**Metal layers overlaid**

The bar under the picture is 20 um long.
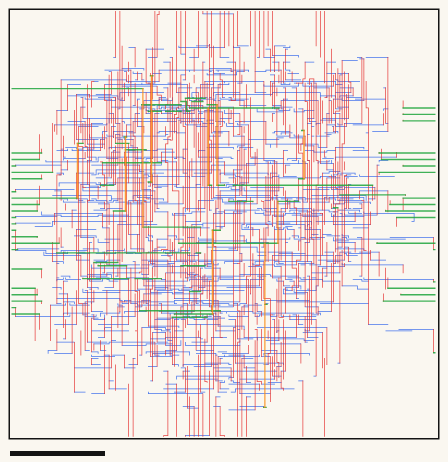
**Placed standard cells**

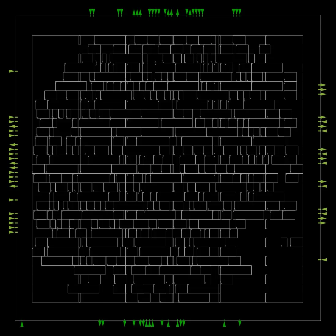
**Signal wires on met4**

Supply wires on this layer in grey.
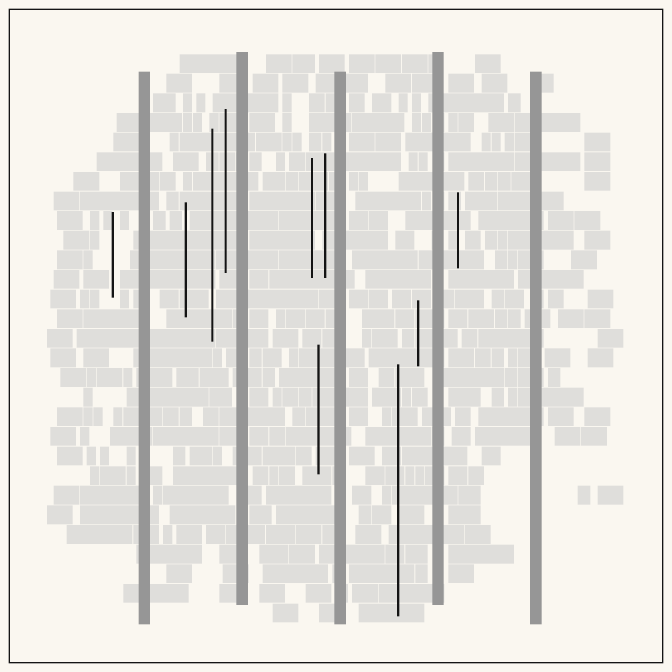
<file path="config.mk">
export PLATFORM = sky130hd
export DESIGN_NAME = vram_write_arbiter_flat
export DESIGN_NICKNAME = d
export VERILOG_FILES = /design/src/rtl/vram_write_arbiter_if.sv /design/src/rtl/vram_write_arbiter.sv /design/src/flat_wrapper.sv
export SDC_FILE = /design/constraint.sdc
export NUM_CORES = 1
export LEC_CHECK = 0
export CAP_MARGIN = 20
export CORE_MARGIN = 5
export CORE_UTILIZATION = 43
export CTS_BUF_LIST = sky130_fd_sc_hd__clkbuf_16
export CTS_CLUSTER_SIZE = 28
export DETAILED_ROUTE_END_ITERATION = 8
export HOLD_SLACK_MARGIN = 0.03
export PLACE_DENSITY = 0.87
export RECOVER_POWER = 25
export SLEW_MARGIN = 20
export SYNTH_ARGS = -nofsm -noshare
export SYNTH_HDL_FRONTEND = slang
export SYNTH_SLANG_ARGS = --single-unit
</file>
<file path="constraint.sdc">
create_clock -name clk_pix -period 1.56 [get_ports clk_pix]
set_input_delay 0.156 -clock clk_pix [delete_from_list [all_inputs] [get_ports clk_pix]]
set_output_delay 0.156 -clock clk_pix [all_outputs]
set_load 0.02 [all_outputs]
</file>
<file path="src/rtl/vram_write_arbiter_if.sv">
// VRAM write-arbiter bus: CPU write handshake, fill control and the VRAM write port.
interface vram_write_arbiter_if;
    logic        cpu_req;
    logic [11:0] cpu_addr;
    logic [15:0] cpu_data;
    logic        cpu_ack;
    logic        fill_start;
    logic [15:0] fill_data;
    logic        fill_busy;
    logic        fill_done;
    logic        ram_ce;
    logic [11:0] ram_addr;
    logic [15:0] ram_data;

    modport master (
        output cpu_req, cpu_addr, cpu_data, fill_start, fill_data,
        input  cpu_ack, fill_busy, fill_done, ram_ce, ram_addr, ram_data
    );

    modport slave (
        input  cpu_req, cpu_addr, cpu_data, fill_start, fill_data,
        output cpu_ack, fill_busy, fill_done, ram_ce, ram_addr, ram_data
    );
endinterface

</file>
<file path="src/rtl/vram_write_arbiter.sv">
// Arbitrates CPU cell writes and whole-screen fills onto a single VRAM write port,
// optionally restricted to a vblank window opened by frame_int.
module vram_write_arbiter #(
    parameter int CELLS      = 750,
    parameter int WIN_GATE   = 0,
    parameter int WIN_CYCLES = 4096
) (
    input  logic                 clk_pix,
    input  logic                 reset,
    input  logic                 frame_int,
    vram_write_arbiter_if.slave  bus
);
    localparam int              WW       = $clog2(WIN_CYCLES + 1);
    localparam logic [11:0]     CELLS_W  = 12'(CELLS);
    localparam logic [WW-1:0]   WIN_LOAD = WW'(WIN_CYCLES);

    typedef enum logic {IDLE, FILL} state_t;

    state_t        state, state_d;
    logic          frame_q;
    logic [WW-1:0] win_cnt;
    logic          gate_open;
    logic [11:0]   fill_cnt;
    logic [15:0]   fill_val;
    logic          last_cpu;
    logic          cpu_ok, cpu_issue, fill_issue, fill_accept, finish;

    assign gate_open = (WIN_GATE == 0) || (win_cnt != '0);

    always_ff @(posedge clk_pix or negedge reset) begin
        if (!reset) state <= IDLE;
        else        state <= state_d;
    end

    // A request seen while cpu_ack is high is the tail of the write just issued.
    always_comb begin
        state_d     = state;
        cpu_issue   = 1'b0;
        fill_issue  = 1'b0;
        fill_accept = 1'b0;
        finish      = 1'b0;
        cpu_ok      = bus.cpu_req && gate_open && !bus.cpu_ack;
        case (state)
            IDLE: begin
                cpu_issue = cpu_ok;
                if (bus.fill_start) begin
                    fill_accept = 1'b1;
                    state_d     = FILL;
                end
            end
            FILL: begin
                if (fill_cnt == CELLS_W) begin
                    finish    = 1'b1;
                    state_d   = IDLE;
                    cpu_issue = cpu_ok && !last_cpu;
                end else if (gate_open) begin
                    cpu_issue  = cpu_ok && !last_cpu;
                    fill_issue = !cpu_issue;
                end
            end
        endcase
    end

    always_ff @(posedge clk_pix or negedge reset) begin
        if (!reset) begin
            frame_q       <= 1'b0;
            win_cnt       <= '0;
            fill_cnt      <= '0;
            fill_val      <= '0;
            last_cpu      <= 1'b0;
            bus.ram_ce    <= 1'b0;
            bus.ram_addr  <= '0;
            bus.ram_data  <= '0;
            bus.cpu_ack   <= 1'b0;
            bus.fill_busy <= 1'b0;
            bus.fill_done <= 1'b0;
        end else begin
            frame_q <= frame_int;
            if (frame_int && !frame_q)
                win_cnt <= WIN_LOAD;
            else if (win_cnt != '0)
                win_cnt <= win_cnt - WW'(1);

            if (fill_accept) begin
                fill_val <= bus.fill_data;
                fill_cnt <= '0;
            end else if (fill_issue) begin
                fill_cnt <= fill_cnt + 12'd1;
            end

            // Alternation memory survives a closed gate; outside a fill it only tracks the last slot.
            if (cpu_issue || fill_issue)
                last_cpu <= cpu_issue;
            else if (state == IDLE)
                last_cpu <= 1'b0;

            bus.ram_ce  <= cpu_issue || fill_issue;
            bus.cpu_ack <= cpu_issue;
            if (cpu_issue) begin
                bus.ram_addr <= bus.cpu_addr;
                bus.ram_data <= bus.cpu_data;
            end else if (fill_issue) begin
                bus.ram_addr <= fill_cnt;
                bus.ram_data <= fill_val;
            end

            bus.fill_busy <= (state_d == FILL);
            bus.fill_done <= finish;
        end
    end
endmodule

</file>
<file path="src/flat_wrapper.sv">
// flat-port wrapper written by rule: the top's interface ports become plain ports
module vram_write_arbiter_flat 
#(
    parameter int CELLS      = 750,
    parameter int WIN_GATE   = 0,
    parameter int WIN_CYCLES = 4096
)
  (clk_pix, reset, frame_int, bus_cpu_req, bus_cpu_addr, bus_cpu_data, bus_fill_start, bus_fill_data, bus_cpu_ack, bus_fill_busy, bus_fill_done, bus_ram_ce, bus_ram_addr, bus_ram_data);
  vram_write_arbiter_if bus_i ();
  input  logic clk_pix;
  input  logic reset;
  input  logic frame_int;
  input wire logic [$bits(bus_i.cpu_req)-1:0] bus_cpu_req;
  input wire logic [$bits(bus_i.cpu_addr)-1:0] bus_cpu_addr;
  input wire logic [$bits(bus_i.cpu_data)-1:0] bus_cpu_data;
  input wire logic [$bits(bus_i.fill_start)-1:0] bus_fill_start;
  input wire logic [$bits(bus_i.fill_data)-1:0] bus_fill_data;
  output wire logic [$bits(bus_i.cpu_ack)-1:0] bus_cpu_ack;
  output wire logic [$bits(bus_i.fill_busy)-1:0] bus_fill_busy;
  output wire logic [$bits(bus_i.fill_done)-1:0] bus_fill_done;
  output wire logic [$bits(bus_i.ram_ce)-1:0] bus_ram_ce;
  output wire logic [$bits(bus_i.ram_addr)-1:0] bus_ram_addr;
  output wire logic [$bits(bus_i.ram_data)-1:0] bus_ram_data;
  assign bus_i.cpu_req = bus_cpu_req;
  assign bus_i.cpu_addr = bus_cpu_addr;
  assign bus_i.cpu_data = bus_cpu_data;
  assign bus_i.fill_start = bus_fill_start;
  assign bus_i.fill_data = bus_fill_data;
  assign bus_cpu_ack = bus_i.cpu_ack;
  assign bus_fill_busy = bus_i.fill_busy;
  assign bus_fill_done = bus_i.fill_done;
  assign bus_ram_ce = bus_i.ram_ce;
  assign bus_ram_addr = bus_i.ram_addr;
  assign bus_ram_data = bus_i.ram_data;
  vram_write_arbiter #(.CELLS(CELLS), .WIN_GATE(WIN_GATE), .WIN_CYCLES(WIN_CYCLES)) u_core (.clk_pix(clk_pix), .reset(reset), .frame_int(frame_int), .bus(bus_i));
endmodule
</file>
==> ci_impl_report.md <==
### Metrics collected by this job

| Metric | Value |
|---|---|
| Critical Path Sink | u_core.fill_cnt[10] |
| Global-route wire length before repair | around 14 mm |
| Setup repair after global routing missed its margin | yes |
| Worst hold path depth | 3 |
| Antenna diode count | 0 |
| Power attributed to combinational cells | 1.67 mW |
| Final net count | roughly 460 |
| Number of cells on the worst reg-to-reg path | 6 |
| Final-report setup violation count | 34 |
| Ports placed on the boundary | between 80 and 90 |
| Number of library cell types mapped by synthesis | 42 |
| Final worst-path setup slack | -0.1356 ns |
| Arrival time worst endpoint | between 1.5 and 2 ns |
| Worst setup slack before clock tree synthesis | -0.2309 ns |
| Launching element type of the critical path | flop |
| CTS Root Buffer Type | sky130_fd_sc_hd__clkbuf_16 |
| Total congestion overflow after global routing | 0 |
| Count of mapped cells out of synthesis | 294 |
| Maximum Capacitance Violations | 0 |
| Crit path kind | flop to flop |
| Most frequent cells after synthesis | sky130_fd_sc_hd__nand2_1, sky130_fd_sc_hd__dfrtp_1, sky130_fd_sc_hd__o21ai_0 |
| Top power group | sequential cells |
| Cell count listed in synth_stat.txt | ~300 |
| Post-route clock period utilization | 1.087 |
| Top delay family on crit path | simple AND/OR/NAND/NOR gates |
| Number of detailed-route iterations in the first pass | 4 |
| Initial core utilization | 0.4402 |
| Post-route minimum period | around 1.7 ns |
| Combinational cell fraction of total power | 0.300 |
| Number of warnings in the stage logs | 31 |
| Maximum number of pins on one net before global-route repair | 39 |
| Max stage delay on crit path | between 0.4 and 0.5 ns |
| Yosys stat area | 2779 um2 |
| Sw Pwr | approximately 1.6 mW |
| Mean number of vias per cell | ~5.6 |
| Largest area contributor in the netlist | sky130_fd_sc_hd__dfrtp_1 |
| Number of antenna violations at the first check in global routing | 0 |
| Post-layout instance count excluding filler cells | 491 |
| Number of buffers and inverters on the critical path | 1 |
| Net switching fraction of the power | 0.2970 |
| DRC errors left | 0 |
| Internal power component | 3.906 mW |
| Area of the mapped netlist | about 2800 um2 |
| Number of antenna-violating nets in the routed design | 0 |
| Area growth from synthesis to layout | 57.99% |
| Most popular library cell in the synthesized design by count | sky130_fd_sc_hd__nand2_1 |
| Clock-pin transition on the worst setup and hold timing paths | approximately 0.050 ns |
| Result of the run | finished, violations left |
| Worst r2r dst | u_core.fill_cnt[10] |
| Worst min-delay path startpoint | bus_fill_data[7] |
| Commonest register cell after synthesis | sky130_fd_sc_hd__dfrtp_1 |
| R2r setup slk | -0.14 ns |
| FF+latch count, synth | 61 |
| Cts bufs inserted | 9 |
| Worst min-delay path class | input port to flop |
| Clock distribution power | approximately 1.9 mW |
| Clock latency of the later-clocked register in the worst-skew pair | 0.32 ns |
| Initial drt markers | approximately 180 |
| Sequential area share after synthesis | 0.5493 |
| Worst slew slack as a fraction of its limit | 0.6016 |
| Final slew viol count | 0 |
| Violations in the final reports | setup timing |
| Crit path max fanout | 7 |
| Number of placed instances, taps included | about 470 |
| Overall die height | 90.39 um |
| Deepest level of the CTS H-tree | 3 |
| Type of element capturing the critical path | flop |
| Port Buffers | between 70 and 80 |
## Picture notes: 'metal layers overlaid'
- orange: metal 4 (wire length 184 um)
- red: metal 2 (wire length 4500 um)
- green: metal 3 (wire length 525 um)
- blue: metal 1 (wire length 3380 um)
vias: 2754
overall routed net length: 8.587 mm
GRT Total Usage: 0.2090
wire per inst: 17.49 um

## Picture notes: 'placed standard cells'
core region area: 6314 um2
standard-cell row count: 29
Core Util, Final: 0.6954

## Picture notes: 'signal wires on met4'
- wire length on this layer: 184 um
- share of all routed wire: 2.1%
- longest straight run: 34.7 um
- main direction: vertical

final cells by class:
| type | count | area [um2] |
|---|---|---|
| inverters | 4 | 15.01 |
| fillers | 478 | 1923 |
| repair buffers | 124 | 1181 |
| flip-flops and latches | 61 | 1528 |
| clock buffers | 9 | 225.2 |
| clock inverters | 7 | 56.30 |
| well taps | 77 | 96.34 |
| multi-input cells | 209 | 1289 |
state kept, by name, summed over array words and instances (netlist names), 12 cells and up:
name / flops
u_core.bus.ram_addr: 12
u_core.fill_val: 16
u_core.bus.ram_data: 16
u_core.fill_cnt: 12
routing by layer:
metal / vias to the layer above / routed length (um) / GRT usage
li1: 1279 / - / -
met1: 1342 / 3380 / 0.2420
met2: 111 / 4499 / 0.3628
met3: 22 / 524 / 0.04417
met4: 0 / 183 / 0.1055
met5: - / 0 / 0
through the flow:
stage          power (mW)  setup TNS (ns)  area (um2)
2_1_floorplan       2.713         -0.3778        2790
5_1_grt             5.807          -4.875        4390
4_1_cts             5.473          -1.706        4277
3_5_place_dp        3.519          -7.044        3856
6_report            5.556          -2.312        4390
3_3_place_gp        3.460          -5.186        3856
cells by family after synthesis:
family	count (synthesis)	share of synthesized area
AND/OR/NAND/NOR	113	0.1860
AND-OR/OR-AND	89	0.1927
flip-flops	61	0.5493
buffers and inverters	24	0.04547
multiplexers	4	0.01441
adder cells (fa/ha/maj)	2	0.009004
XOR/XNOR	1	0.003152
timing repair:
action	4_1_cts	5_1_grt
gates cloned	1	0
hold buffers	1	0
setup endpoints to repair	37	39
resized	27	31
setup buffers	4	4
pin swaps	9	17
endpoints found under the hold margin	23	0
worst register-to-register path, delay by kind of cell (launching register included):
kind	cells	cell delay (ns)
buf+inv	1	0.15
compound gates	2	0.38
flops	1	0.41
fa+ha+maj	1	0.17
simple gates	2	0.45
Power and IR drop assume default switching activity.
